**src/rtl/qos_egress_reader.sv**
```systemverilog
// Drains four class FIFOs into one tagged valid/ready stream through a BUF_DEPTH-entry credit-limited buffer.
// Round-robin arbitration by default; define QOS_RD_STRICT_PRIO_EN for strict priority (class 0 highest).
module qos_egress_reader #(
  parameter int DATA_W    = 12,
  parameter int CNT_W     = 5,
  parameter int BUF_DEPTH = 2
) (
  input  logic              clk,
  input  logic              reset,
  input  logic              enable,
  input  logic [3:0]        fifo_empty,
  input  logic [DATA_W-1:0] fifo_data0,
  input  logic [DATA_W-1:0] fifo_data1,
  input  logic [DATA_W-1:0] fifo_data2,
  input  logic [DATA_W-1:0] fifo_data3,
  output logic [3:0]        pop,
  output logic [DATA_W-1:0] out_data,
  output logic [1:0]        out_class,
  output logic              out_valid,
  input  logic              out_ready,
  output logic [CNT_W-1:0]  rd_count0,
  output logic [CNT_W-1:0]  rd_count1,
  output logic [CNT_W-1:0]  rd_count2,
  output logic [CNT_W-1:0]  rd_count3,
  output logic              idle_out
);
  localparam int PW = (BUF_DEPTH > 1) ? $clog2(BUF_DEPTH) : 1;
  localparam int CW = $clog2(BUF_DEPTH + 1);

  typedef enum logic [1:0] {IDLE, RUN, DRAIN} state_t;

  state_t            state_q, state_d;
  logic              cap_vld_q, cap_vld_d;
  logic [1:0]        cap_cls_q, cap_cls_d;
  logic [DATA_W-1:0] buf_dat_q [BUF_DEPTH];
  logic [DATA_W-1:0] buf_dat_d [BUF_DEPTH];
  logic [1:0]        buf_cls_q [BUF_DEPTH];
  logic [1:0]        buf_cls_d [BUF_DEPTH];
  logic [PW-1:0]     head_q, head_d, tail_q, tail_d;
  logic [CW-1:0]     cnt_q, cnt_d;
  logic [CNT_W-1:0]  rd_cnt_q [4];
  logic [CNT_W-1:0]  rd_cnt_d [4];
`ifndef QOS_RD_STRICT_PRIO_EN
  logic [1:0]        rr_q, rr_d;
`endif

  logic              deq, credit, grant_vld;
  logic [1:0]        grant;
  logic [CW:0]       occ;
  logic [DATA_W-1:0] cap_dat;

  function automatic logic [PW-1:0] ptr_inc(input logic [PW-1:0] p);
    return (p == PW'(BUF_DEPTH - 1)) ? '0 : p + PW'(1);
  endfunction

  always_comb begin
    logic [1:0] idx;
    idx       = '0;
    grant_vld = 1'b0;
    grant     = 2'd0;
`ifdef QOS_RD_STRICT_PRIO_EN
    for (int i = 3; i >= 0; i--) begin
      idx = 2'(i);
      if (!fifo_empty[idx]) begin
        grant_vld = 1'b1;
        grant     = idx;
      end
    end
`else
    // Descending scan so the class nearest after the pointer wins; the pointer's own class is last.
    for (int i = 4; i >= 1; i--) begin
      idx = rr_q + 2'(i);
      if (!fifo_empty[idx]) begin
        grant_vld = 1'b1;
        grant     = idx;
      end
    end
`endif
  end

  always_comb begin
    deq = out_valid && out_ready;
    // Words popped or buffered but not yet accepted; this cycle's output handshake frees a slot.
    occ    = (CW+1)'(cnt_q) + (CW+1)'(cap_vld_q) - (CW+1)'(deq);
    credit = occ < (CW+1)'(BUF_DEPTH);
    pop    = '0;
    if (state_q == RUN && enable && grant_vld && credit) pop[grant] = 1'b1;

    case (cap_cls_q)
      2'd0:    cap_dat = fifo_data0;
      2'd1:    cap_dat = fifo_data1;
      2'd2:    cap_dat = fifo_data2;
      default: cap_dat = fifo_data3;
    endcase

    buf_dat_d = buf_dat_q;
    buf_cls_d = buf_cls_q;
    tail_d    = tail_q;
    head_d    = deq ? ptr_inc(head_q) : head_q;
    if (cap_vld_q) begin
      buf_dat_d[tail_q] = cap_dat;
      buf_cls_d[tail_q] = cap_cls_q;
      tail_d            = ptr_inc(tail_q);
    end
    cnt_d     = cnt_q + CW'(cap_vld_q) - CW'(deq);
    cap_vld_d = |pop;
    cap_cls_d = grant;
`ifndef QOS_RD_STRICT_PRIO_EN
    rr_d = (|pop) ? grant : rr_q;
`endif
    for (int k = 0; k < 4; k++) rd_cnt_d[k] = rd_cnt_q[k] + CNT_W'(pop[k]);

    state_d = state_q;
    case (state_q)
      IDLE:    if (enable && !(&fifo_empty)) state_d = RUN;
      RUN: begin
        if (!enable) state_d = DRAIN;
        else if (&fifo_empty && cnt_q == '0 && !cap_vld_q) state_d = IDLE;
      end
      DRAIN: begin
        if (enable) state_d = RUN;
        else if (cnt_q == '0 && !cap_vld_q) state_d = IDLE;
      end
      default: state_d = IDLE;
    endcase
  end

  always_ff @(posedge clk or posedge reset) begin
    if (reset) begin
      state_q   <= IDLE;
      cap_vld_q <= 1'b0;
      cap_cls_q <= 2'd0;
      head_q    <= '0;
      tail_q    <= '0;
      cnt_q     <= '0;
      for (int i = 0; i < BUF_DEPTH; i++) begin
        buf_dat_q[i] <= '0;
        buf_cls_q[i] <= 2'd0;
      end
      for (int k = 0; k < 4; k++) rd_cnt_q[k] <= '0;
`ifndef QOS_RD_STRICT_PRIO_EN
      rr_q <= 2'd3;
`endif
    end else begin
      state_q   <= state_d;
      cap_vld_q <= cap_vld_d;
      cap_cls_q <= cap_cls_d;
      head_q    <= head_d;
      tail_q    <= tail_d;
      cnt_q     <= cnt_d;
      buf_dat_q <= buf_dat_d;
      buf_cls_q <= buf_cls_d;
      rd_cnt_q  <= rd_cnt_d;
`ifndef QOS_RD_STRICT_PRIO_EN
      rr_q <= rr_d;
`endif
    end
  end

  assign out_valid = (cnt_q != '0);
  assign out_data  = buf_dat_q[head_q];
  assign out_class = buf_cls_q[head_q];
  assign idle_out  = (state_q == IDLE);
  assign rd_count0 = rd_cnt_q[0];
  assign rd_count1 = rd_cnt_q[1];
  assign rd_count2 = rd_cnt_q[2];
  assign rd_count3 = rd_cnt_q[3];
endmodule

```
**config.mk**
```make
export PLATFORM = sky130hd
export DESIGN_NAME = qos_egress_reader
export DESIGN_NICKNAME = d
export VERILOG_FILES = /design/src/rtl/qos_egress_reader.sv
export SDC_FILE = /design/constraint.sdc
export NUM_CORES = 1
export LEC_CHECK = 0
export CAP_MARGIN = 30
export CORE_MARGIN = 2
export CORE_UTILIZATION = 49
export CTS_CLUSTER_SIZE = 8
export DETAILED_ROUTE_END_ITERATION = 10
export GPL_TIMING_DRIVEN = 0
export PLACE_DENSITY = 0.85
export SETUP_SLACK_MARGIN = 0.15
export SLEW_MARGIN = 20
export SYNTH_ARGS = -nofsm -noshare
export SYNTH_HDL_FRONTEND = slang
export SYNTH_SLANG_ARGS = --single-unit
```
**constraint.sdc**
```tcl
create_clock -name clk -period 4.65 [get_ports clk]
set_clock_uncertainty 0.05 [all_clocks]
set_input_delay 0.93 -clock clk [delete_from_list [all_inputs] [get_ports clk]]
set_output_delay 0.93 -clock clk [all_outputs]
set_load 0.01 [all_outputs]
```
==> flow_metrics.env, run 1 <==
# physical design summary
export IMPL_status="complete, no violations"
export IMPL_synth_simple_gate_area_share=0.0644
export IMPL_postSynthNetCount=267
export IMPL_final_design_area_no_fill_um2=4380
export IMPL_worstHoldStart="rd_count3[4]"
export IMPL_timing_hold_worst_endpoint="rd_count3[4]"
export IMPL_power_frac_seq=0.359
export IMPL_post_synth_mux_area_share=0.268
export IMPL_antenna_violating_nets_post_route=0
export IMPL_regMostFlops="buf_dat_q"
export IMPL_first_global_vias=2214
export IMPL_clk_pin_slew_ns=0.06
export IMPL_crit_chain="dlymetal6s2s_1 -> and2_4 -> ha_4 -> inv_1 -> ha_2 -> fa_1 -> nor4bb_2 -> and3_1 -> buf_6 -> nand2_8 -> nor2b_4 -> buf_4 -> buf_6"
export IMPL_crit_path_start_kind="input port"
export IMPL_worst_r2r_setup_slack_ns=0.43
export IMPL_crit_path_max_fanout=4
export IMPL_power_density_nw_per_um2=523
export IMPL_cts_repair_resize_count=25
export IMPL_maxClockFrequency_mhz=232
export IMPL_tritoncts_num_sinks=59
export IMPL_drc_markers=0
export IMPL_clkCellAreaFrac=0.0366
export IMPL_route_vias_total=2131
export IMPL_reg2reg_depth=25
export IMPL_maxPowerGroup="combinational logic"
export IMPL_combGateArea_um2=1410
export IMPL_antenna_found_initial=0
export IMPL_clock_tree_buffer_depth=2
export IMPL_chipHeight_um=80.3
export IMPL_synth_cells_most_frequent="57 x sky130_fd_sc_hd__dfrtp_1, 41 x sky130_fd_sc_hd__mux2_2, 10 x sky130_fd_sc_hd__ha_1"
export IMPL_final_common_cell="sky130_fd_sc_hd__clkdlybuf4s50_1"
export IMPL_sw_frac_of_total=0.317
export IMPL_final_cell_count_no_fill=406
export IMPL_number_of_inserted_diodes=0
Run 1, cell sizes after repair:
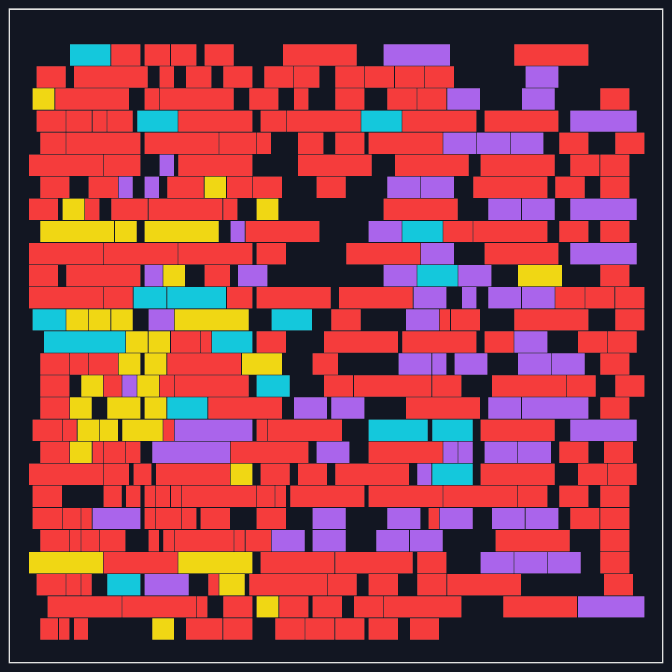
[yellow] _3 and _4 cells | cells: 33
[red] _0 and _1 cells | cells: 219
[purple] _2 cells | cells: 65
[cyan] _6 and larger | cells: 17

Run 1, logic cells by family:
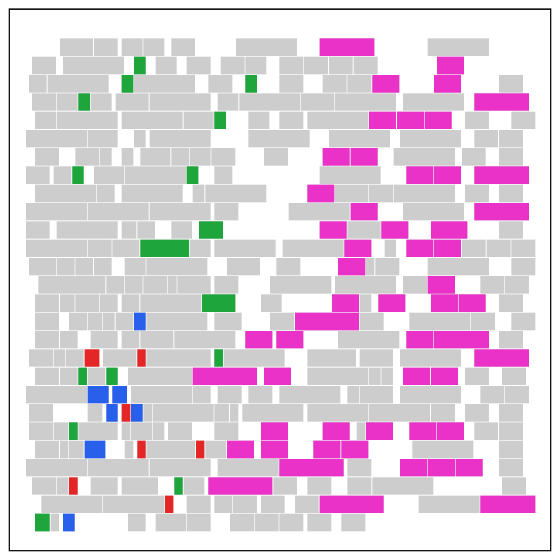
[blue] inverting AOI/OAI gates | cells: 7 | where: bottom left
[magenta] multiplexers | cells: 54
[green] NAND gates | cells: 16
[red] inverters | cells: 7 | where: bottom left

Run 1, routing congestion map:
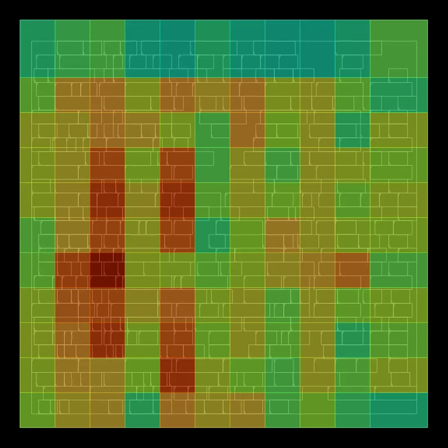
met3 global-route usage: 0.0787
total routing resource utilization after global routing: 0.222
met1 Use GR: 0.245
final core utilization: 0.786
Most Used Layer, Global Route: met2

==> run 2: changes to the inputs <==
CORE_UTILIZATION = 35   (was 49)
PLACE_DENSITY = default   (was 0.85)
Run 2, metal layers overlaid:
Only two layers are drawn.
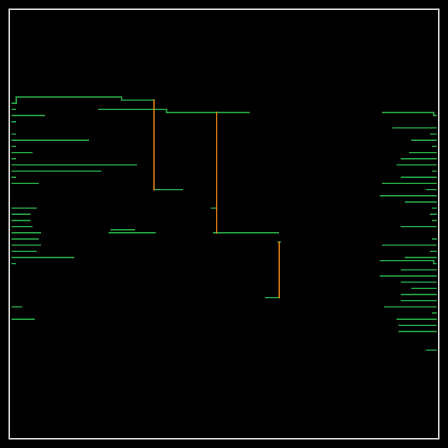
[orange] metal 4 | wire length: 58.5 µm
[green] metal 3 | wire length: 478 µm

Run 2, logic cells by family:
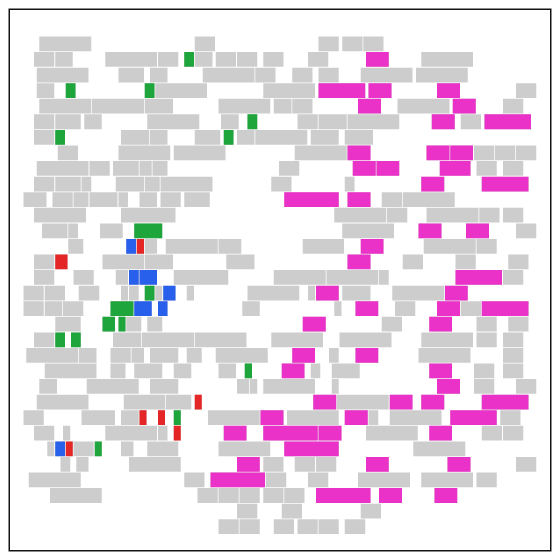
[blue] inverting AOI/OAI gates | cells: 7 | where: left middle
[red] inverters | cells: 7
[green] NAND gates | cells: 16
[magenta] multiplexers | cells: 54

==> run 2 against run 1 <==
Maximum frequency fell by 3.1%. Sequential power fell by 2%. Synthesized cell count did not move. Setup slack got worse by 0.14 ns. Hold slack improved by 0.0016 ns. First-iteration DRC count fell by 49%. Core utilization fell by 24 points. Sequential cell count did not move. Sequential share of layout area rose by 1.1 points. Critical endpoint unchanged. Largest power group unchanged.
==> flow_metrics.env, run 2 <==
# physical design summary
export IMPL_chipHeight_um=94.3
export IMPL_number_of_inserted_diodes=0
export IMPL_final_cell_count_no_fill=421
export IMPL_clock_tree_buffer_depth=2
export IMPL_route_vias_total=2042
export IMPL_worst_r2r_setup_slack_ns=1.11
export IMPL_power_density_nw_per_um2=534
export IMPL_clkCellAreaFrac=0.0451
export IMPL_final_common_cell="sky130_fd_sc_hd__clkdlybuf4s50_1"
export IMPL_antenna_found_initial=0
export IMPL_status="complete, no violations"
export IMPL_utilization=0.543
export IMPL_synth_cells_most_frequent="57 x sky130_fd_sc_hd__dfrtp_1, 41 x sky130_fd_sc_hd__mux2_2, 10 x sky130_fd_sc_hd__ha_1"
export IMPL_post_synth_mux_area_share=0.268
export IMPL_sw_frac_of_total=0.301
export IMPL_final_design_area_no_fill_um2=4240
export IMPL_postSynthNetCount=267
export IMPL_maxPowerGroup="combinational logic"
export IMPL_regMostFlops="buf_dat_q"
export IMPL_clk_pin_slew_ns=0.06
export IMPL_first_global_vias=2129
export IMPL_total_routing_resource_utilization_after_global_routing=0.150
export IMPL_synth_simple_gate_area_share=0.0644
==> run 3: changes to the inputs <==
==> constraint.sdc (replaced) <==
create_clock -name clk -period 4.65 [get_ports clk]
set_clock_uncertainty 0.05 [all_clocks]
set_input_delay 0.6975 -clock clk [delete_from_list [all_inputs] [get_ports clk]]
set_output_delay 0.6975 -clock clk [all_outputs]
set_load 0.01 [all_outputs]
Run 3, where the registers sit:
Bar = 20 µm.
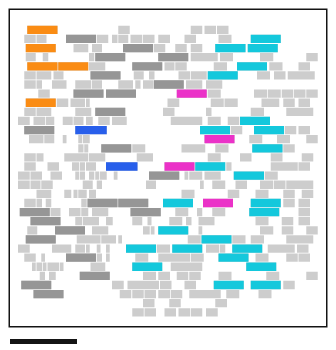
[cyan] `buf_dat_q` | sequential cells: 24
[magenta] `buf_cls_q` | sequential cells: 4
[blue] `rr_q` | sequential cells: 2
[orange] `rd_count3` | sequential cells: 5 | where: top left
not colored: 24

Run 3, cell sizes after repair:
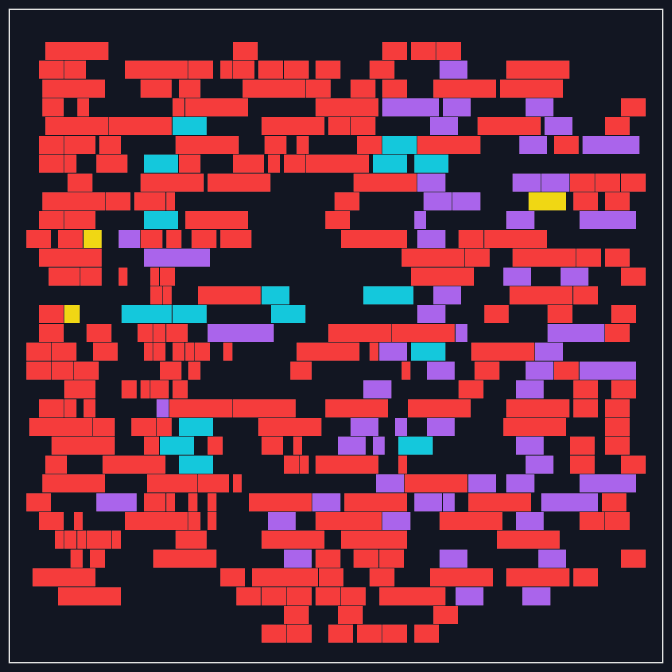
area growth from synthesis to layout: 45.9%
worst path setup slack after routing: 0.200 ns
final instance area: 4170 µm²
non-clock buffer instance count of the final layout: 106

==> run 3 against run 2 <==
Clock-buffer cell count stayed put. Die size stayed put. Global-route usage down 0.12 points. Area after synthesis unchanged. Sequential cell count unchanged. Synthesized cell count unchanged. Cell count decreased by 1.4%. Largest power group unchanged.
==> flow_metrics.env, run 3 <==
# physical design summary
export IMPL_first_global_vias=2085
export IMPL_tritoncts_num_buffers=9
export IMPL_post_synth_mux_area_share=0.268
export IMPL_clk_root_buffer_cell="sky130_fd_sc_hd__clkbuf_8"
export IMPL_global_route_peak_usage_layer="met2"
export IMPL_clock_network_power_share=0.197
export IMPL_groute_layer_met1_usage=0.191
export IMPL_reg2reg_depth=17
export IMPL_ys_area_um2=2860
export IMPL_seqCellArea_um2=1480
export IMPL_clock_tree_buffer_depth=2
export IMPL_die_w_um=94.3
export IMPL_utilization=0.533
export IMPL_synth_simple_gate_area_share=0.0644
export IMPL_route_vias_total=2005
export IMPL_power_frac_seq=0.362
export IMPL_total_power_w=0.00224
export IMPL_combGateArea_um2=1300
export IMPL_grt_use_met3=0.0586
export IMPL_synth_top_cell_by_area="sky130_fd_sc_hd__dfrtp_1"
export IMPL_maxClockFrequency_mhz=225
export IMPL_power_report_internal_total_w=0.00156
export IMPL_postSynthNetCount=267
export IMPL_number_of_inserted_diodes=0
export IMPL_crit_path_max_fanout=5
export IMPL_sw_frac_of_total=0.301
export IMPL_dr_max_layer_used="met4"
export IMPL_power_density_nw_per_um2=537
export IMPL_final_common_cell="sky130_fd_sc_hd__clkdlybuf4s50_1"
export IMPL_clkCellAreaFrac=0.0460
export IMPL_worst_r2r_setup_slack_ns=1.12
export IMPL_final_cell_count_no_fill=415
export IMPL_regMostFlops="buf_dat_q"
export IMPL_timing_hold_worst_endpoint="rd_count0[4]"
export IMPL_crit_path_start_kind="input port"
export IMPL_drc_markers=0
export IMPL_worstHoldStart="rd_count0[4]"
export IMPL_synth_cells_most_frequent="57 x sky130_fd_sc_hd__dfrtp_1, 41 x sky130_fd_sc_hd__mux2_2, 10 x sky130_fd_sc_hd__ha_1"
export IMPL_timing_final_max_slew_violations=0
export IMPL_cp_num_buf_inv=4
export IMPL_chipHeight_um=94.3
export IMPL_antenna_violating_nets_post_route=0
export IMPL_antenna_found_initial=0
export IMPL_status="complete, no violations"
export IMPL_total_routing_resource_utilization_after_global_routing=0.149
export IMPL_clk_pin_slew_ns=0.06
export IMPL_tritoncts_num_sinks=59
Power and IR drop assume default switching activity.
